[config.mk]
export PLATFORM = sky130hd
export DESIGN_NAME = float_fixed_roundtrip
export DESIGN_NICKNAME = d
export VERILOG_FILES = /design/src/rtl/float_fixed_roundtrip.sv
export SDC_FILE = /design/constraint.sdc
export NUM_CORES = 1
export LEC_CHECK = 0
export CORE_MARGIN = 5
export CORE_UTILIZATION = 40
export CTS_CLUSTER_SIZE = 16
export DETAILED_ROUTE_END_ITERATION = 10
export SYNTH_ARGS = -nofsm -noshare
export SYNTH_HDL_FRONTEND = slang
export SYNTH_SLANG_ARGS = --single-unit
[constraint.sdc]
create_clock -name clk -period 5.4 [get_ports clk]
set_input_delay 1.08 -clock clk [delete_from_list [all_inputs] [get_ports clk]]
set_output_delay 1.08 -clock clk [all_outputs]
set_load 0.02 [all_outputs]
[src/rtl/float_fixed_roundtrip.sv]
// IEEE-754 single <-> signed fixed-point (Q1.WIDTH) converter pair.
// Stage 1 unpacks to fixed, stage 2 re-packs the registered fixed word.
module float_fixed_roundtrip #(
    parameter int WIDTH = 22
) (
    input  logic             clk,
    input  logic             reset_n,
    input  logic             in_valid,
    input  logic [31:0]      in_float,
    output logic [WIDTH+1:0] fixed_out,
    output logic             fixed_valid,
    output logic [31:0]      out_float,
    output logic             out_valid
);

    localparam int FW = WIDTH + 2;

    // ---------------- unpack ----------------
    logic            w_s;
    logic [7:0]      w_exp;
    logic [22:0]     w_man;
    logic [23:0]     w_mag;
    logic [8:0]      w_shift;
    logic [23:0]     w_q;
    logic [FW-1:0]   w_q_fix;
    logic [FW-1:0]   w_unpack;
    logic            w_is_zero;
    logic            w_is_sat;

    assign w_s       = in_float[31];
    assign w_exp     = in_float[30:23];
    assign w_man     = in_float[22:0];
    assign w_mag     = {1'b1, w_man};
    assign w_is_zero = (w_exp == 8'd0);
    // E >= 128 covers both |x| >= 2 and inf/NaN
    assign w_is_sat  = w_exp[7];

    // shift = 23 - WIDTH - (E - 127); non-negative whenever E <= 127
    assign w_shift = 9'(150 - WIDTH) - {1'b0, w_exp};
    assign w_q     = (w_shift >= 9'd24) ? 24'd0 : (w_mag >> w_shift);
    assign w_q_fix = w_q[FW-1:0];

    always_comb begin
        w_unpack = '0;
        if (w_is_zero) begin
            w_unpack = '0;
        end else if (w_is_sat) begin
            w_unpack = w_s ? {1'b1, {(FW-1){1'b0}}}
                           : {1'b0, {(FW-1){1'b1}}};
        end else begin
            w_unpack = w_s ? (~w_q_fix + 1'b1) : w_q_fix;
        end
    end

    logic [FW-1:0] r_fixed;
    logic          r_fixed_valid;

    always_ff @(posedge clk or negedge reset_n) begin
        if (!reset_n) begin
            r_fixed       <= '0;
            r_fixed_valid <= 1'b0;
        end else begin
            r_fixed       <= w_unpack;
            r_fixed_valid <= in_valid;
        end
    end

    // ---------------- pack ----------------
    logic            w_ps;
    logic [FW-1:0]   w_abs;
    logic [4:0]      w_lead;
    logic [31:0]     w_abs_ext;
    logic [31:0]     w_norm;
    logic [7:0]      w_pexp;
    logic [31:0]     w_pack;

    assign w_ps  = r_fixed[FW-1];
    // -2.0 negates to itself, which reads correctly as unsigned 2^(WIDTH+1)
    assign w_abs = w_ps ? (~r_fixed + 1'b1) : r_fixed;

    always_comb begin
        w_lead = '0;
        for (int i = 0; i < FW; i++) begin
            if (w_abs[i]) begin
                w_lead = 5'(i);
            end
        end
    end

    assign w_abs_ext = 32'(w_abs);
    assign w_norm    = w_abs_ext << (5'd23 - w_lead);
    assign w_pexp    = 8'(127 - WIDTH) + 8'(w_lead);

    always_comb begin
        w_pack = '0;
        if (r_fixed != '0) begin
            w_pack = {w_ps, w_pexp, w_norm[22:0]};
        end
    end

    logic [31:0] r_out;
    logic        r_out_valid;

    always_ff @(posedge clk or negedge reset_n) begin
        if (!reset_n) begin
            r_out       <= '0;
            r_out_valid <= 1'b0;
        end else begin
            r_out       <= w_pack;
            r_out_valid <= r_fixed_valid;
        end
    end

    assign fixed_out   = r_fixed;
    assign fixed_valid = r_fixed_valid;
    assign out_float   = r_out;
    assign out_valid   = r_out_valid;

endmodule

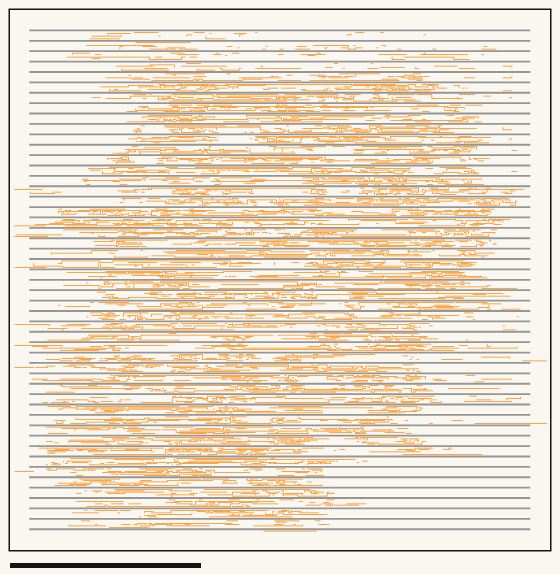
*Metal 1*
Bar = 50 um. Supply wires on this layer in gray.
nets with wire on the layer = 920
wire length on this layer = 11700 um
share of all routed wire = 51%

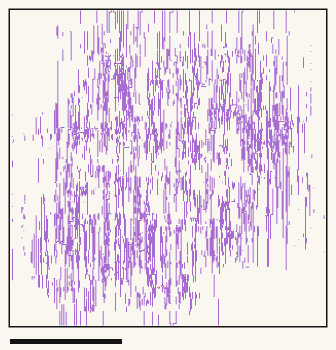
*Signal wires on met2*
Bar = 50 um.
share of all routed wire = 40%
longest straight run = 52.7 um

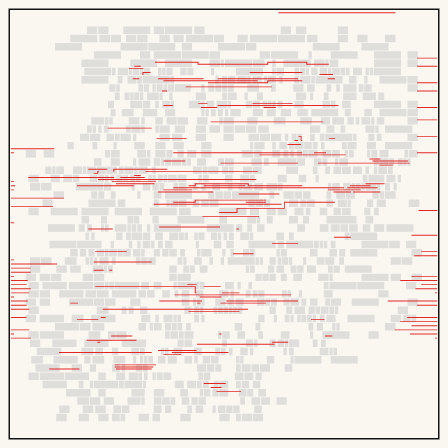
*Met3 routing*
Cells faint in the background.
main direction = horizontal
nets with wire on the layer = 138
longest straight run = 56.1 um
share of all routed wire = 8.2%
wire length on this layer = 1900 um
via count: 7318
final wirelength: 23200 um
global-route met3 utilization: 5.63%

==> qor.txt <==
via density per instance: 6.15
deepest clock path buffer count: 2
FFs w/ async S/R, synth: 100%
HP Start: fixed_valid$_DFF_PN0_
Synth area leader: dfrtp_1
DIE AREA: 20000 um2
Synth mux share: 19.2%
actual slew at the worst max-slew pin: 0.870 ns
DRC: 0
clk root buf: clkbuf_16
Fillers: 1685
Ant. Diodes: 0
crit path time final: 5.07 ns
setup TNS: 0 ns
Comb gate area: 5080 um2
logic gate share of total power: 56.9%
HP Class: flop to flop
Max-cap violations: 0
DP Worst Slack: 0.0995 ns
max_slew headroom: 41.6%
drt initial violations: 800
CTS resizes: 0
Pwr Total: 0.00267 W
RD Place Congestion: 0.928
Compound Share, Synth: 25.6%
Final Hold Fails: 0
top cell type's share of synthesized area: 21.0%
sw frac: 42.5%
FF/Latch Area: 1450 um2
P&R area growth vs syn: 23.4%
r2r setup slk: 0.67 ns
number of port buffers: 92
RSZ-0062 raised after global routing: false
area share of fa/ha/maj cells after synthesis: 1.27%
fp_density: 40.3%
Reg power frac: 23.3%
ratio of cells with drive above 1 in the final layout: 15.4%
Top logic family: AND-OR/OR-AND gates
final setup margin: 0.330 ns
nets: 1002
max-slew violation count: 0
r2r worst-path depth: 12
core footprint: 17100 um2
synthesized area per cell: 7.94 um2
Clock Skew: 0.00936 ns
startpoint class of the critical path: input port
worst-path maximum fanout: 7
die x size: 141 um
outcome: finished clean
switching pwr: 0.00113 W
XOR/XNOR Area Share: 4.06%
DR pass1 iterations: 5
RR Startpoint: fixed_out[9]$_DFF_PN0_
clock network power share: 19.8%
most numerous logic cell after layout: nor2_1
Post-CTS Hold Buffers: 0
Arr. time, crit path: 5.28 ns
Log Warnings: 29
Latency at later pin: 0.35 ns
CTS H-tree lvls: 3
Syn Nets: 911
CTS tree: yes
Peak Freq: 197 MHz
Top area cell types: dfrtp_1 (21%), mux2i_1 (8.4%), mux4_2 (7.2%)
dpl hpwl: 18000 um
worst r2r dst: out_float[11]$_DFF_PN0_
Internal Power: 0.00153 W
total CTS buffers: 9
I/O pin cnt: 93
Peak VDD IR: 0.160 mV
Cell Type Count: 78
Worst setup EP type: flop
vias in the first global route: 6765
post-CTS setup buffer count: 0
simple share: 23.2%
Chip Area, Yosys: 6900 um2
grt ovf: 0
CP Data Required Time: 5.61 ns
Clock Sink Count: 58
ys flops: 58
Setup CP Type: input port to flop
Commonest flop: dfrtp_1
row count: 48
yosys cell count: 869
Post-Syn Area: 6900 um2
post-route clock period utilization: 93.9%
post-synthesis sequential area ratio: 21.0%
hold path cells: 0
Final setup violation count: 0
first-pass GRT wire length: 37500 um
number of enable flip-flop cells: 0
Final ANT Viol Nets: 0
Worst-path clk slew: 0.06 ns
pin count of the biggest net entering global routing: 59
die height: 141 um
Hold EP: out_valid$_DFF_PN0_
yosys warning tally: 0
power per cell area: 313 nW/um2
dominant logic cell types in the final layout: nor2_1 (91), clkdlybuf4s50_1 (90), nand2_1 (83)
antenna violations before repair: 0
leakage dissipation: 3.36 nW
Syn Inst Count: 869
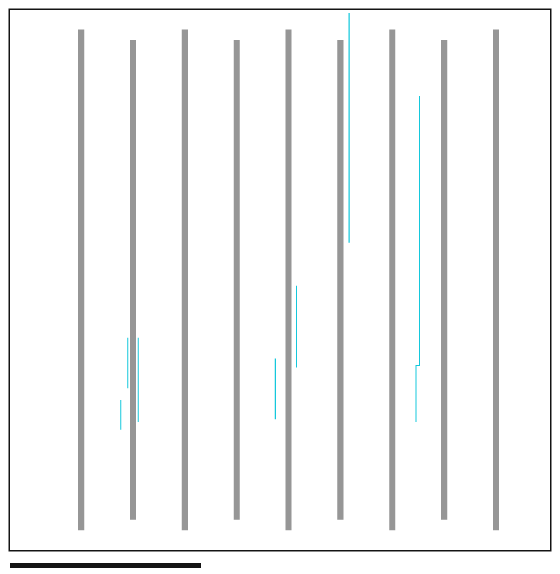
*M4 wires*
Bar = 50 um. Supply wires on this layer in gray.
longest straight run = 70.4 um
main direction = vertical
nets with wire on the layer = 7
wire length on this layer = 225 um
share of all routed wire = 0.97%

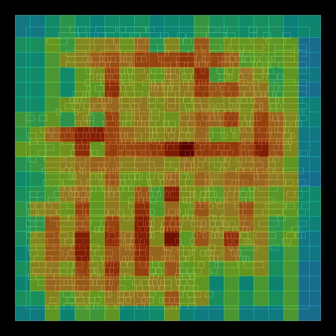
*Routing congestion*
gr usage total: 23.3%
GRT met2 Usage: 31.3%
layer with the highest usage: met1
average routed wire per standard cell: 19.5 um
met1 Resource Use GR: 37.5%

power by group through the flow:
| stage | combinational, W | sequential (W) | clock, W |
|---|---|---|---|
| after floorplan | 0.000831 | 0.000753 | 0 |
| after global placement | 0.00148 | 0.000629 | 0 |
| after detailed placement | 0.00149 | 0.000629 | 0 |
| after CTS | 0.00150 | 0.000622 | 0.000537 |
| after global routing | 0.00164 | 0.000640 | 0.000565 |
| final | 0.00152 | 0.000621 | 0.000527 |
kinds of logic after synthesis:
kind of cell,Yosys count
AOI/OAI and AO/OA,251
xor gates and xnor gates,32
adders and majority gates,7
buffers and inverters,89
DFF,58
muxes,102
and+or+nand+nor,330
synth_stat cells (all sizes together) (14+ instances only):
| library cell | number |
|---|---|
| nor2 | 91 |
| nand2 | 83 |
| dfrtp | 58 |
| mux2i | 58 |
| clkbuf | 55 |
| o21ai | 52 |
| a21oi | 36 |
| nand3 | 34 |
| nor3 | 27 |
| mux2 | 22 |
| mux4 | 22 |
| o22ai | 19 |
| buf | 18 |
| or3 | 18 |
| o211ai | 16 |
| xnor2 | 16 |
| xor2 | 16 |
| a211oi | 14 |
| a31oi | 14 |
| inv | 14 |
sequential cells by signal, summed over array words and instances (netlist names):
name and cells:
fixed_valid 1, out_float 32, fixed_out 24, out_valid 1
stage by stage:
stage	std cells	util (%)	area [um2]	hold WS (ns)
floorplan	869	-	6910	0.494
global placement	1174	48.1	8240	0.357
detailed placement	1174	48.1	8240	0.381
CTS	1190	49.7	8510	0.380
global route	1190	49.7	8510	0.394
finish	1190	49.7	8510	0.377
layout make-up:
cell class | count | area share [%]
multi-input cells | 722 | 59.7
flip-flops and latches | 58 | 17.0
repair buffers | 153 | 16.1
well taps | 225 | 3.31
clock buffers | 11 | 2.85
inverters | 16 | 0.705
clock inverters | 5 | 0.353
routing by layer:
layer	vias up	part of all wire, %
li1	3493	-
met1	3538	51
met2	270	40
met3	17	8.2
met4	0	0.97
met5	-	0
critical path, cell delays in order:
cell,delay (ns)
clkdlybuf4s50_1,0.45
inv_1,0.09
ha_1,0.26
or4b_1,0.59
o21a_1,0.28
o21ai_1,0.30
a21oi_1,0.26
a32oi_1,0.36
o21ai_0,0.23
nor4b_1,0.40
buf_4,0.20
nand2_1,0.11
a311oi_1,0.37
o2111ai_1,0.14
o311ai_0,0.15
worst max-delay path by stage:
stage,slack (ns),from,endpoint,cells after the start
5_1_grt,0.03,in_float[24],fixed_out[21]$_DFF_PN0_,15
6_report,0.33,in_float[24],fixed_out[23]$_DFF_PN0_,15
3_5_place_dp,0.1,in_float[24],fixed_out[23]$_DFF_PN0_,15
2_1_floorplan,0.08,in_float[23],fixed_out[16]$_DFF_PN0_,16
3_3_place_gp,0.19,in_float[24],fixed_out[16]$_DFF_PN0_,15
4_1_cts,0.42,in_float[24],fixed_out[23]$_DFF_PN0_,15
Power is estimated from default activity; no workload was simulated.
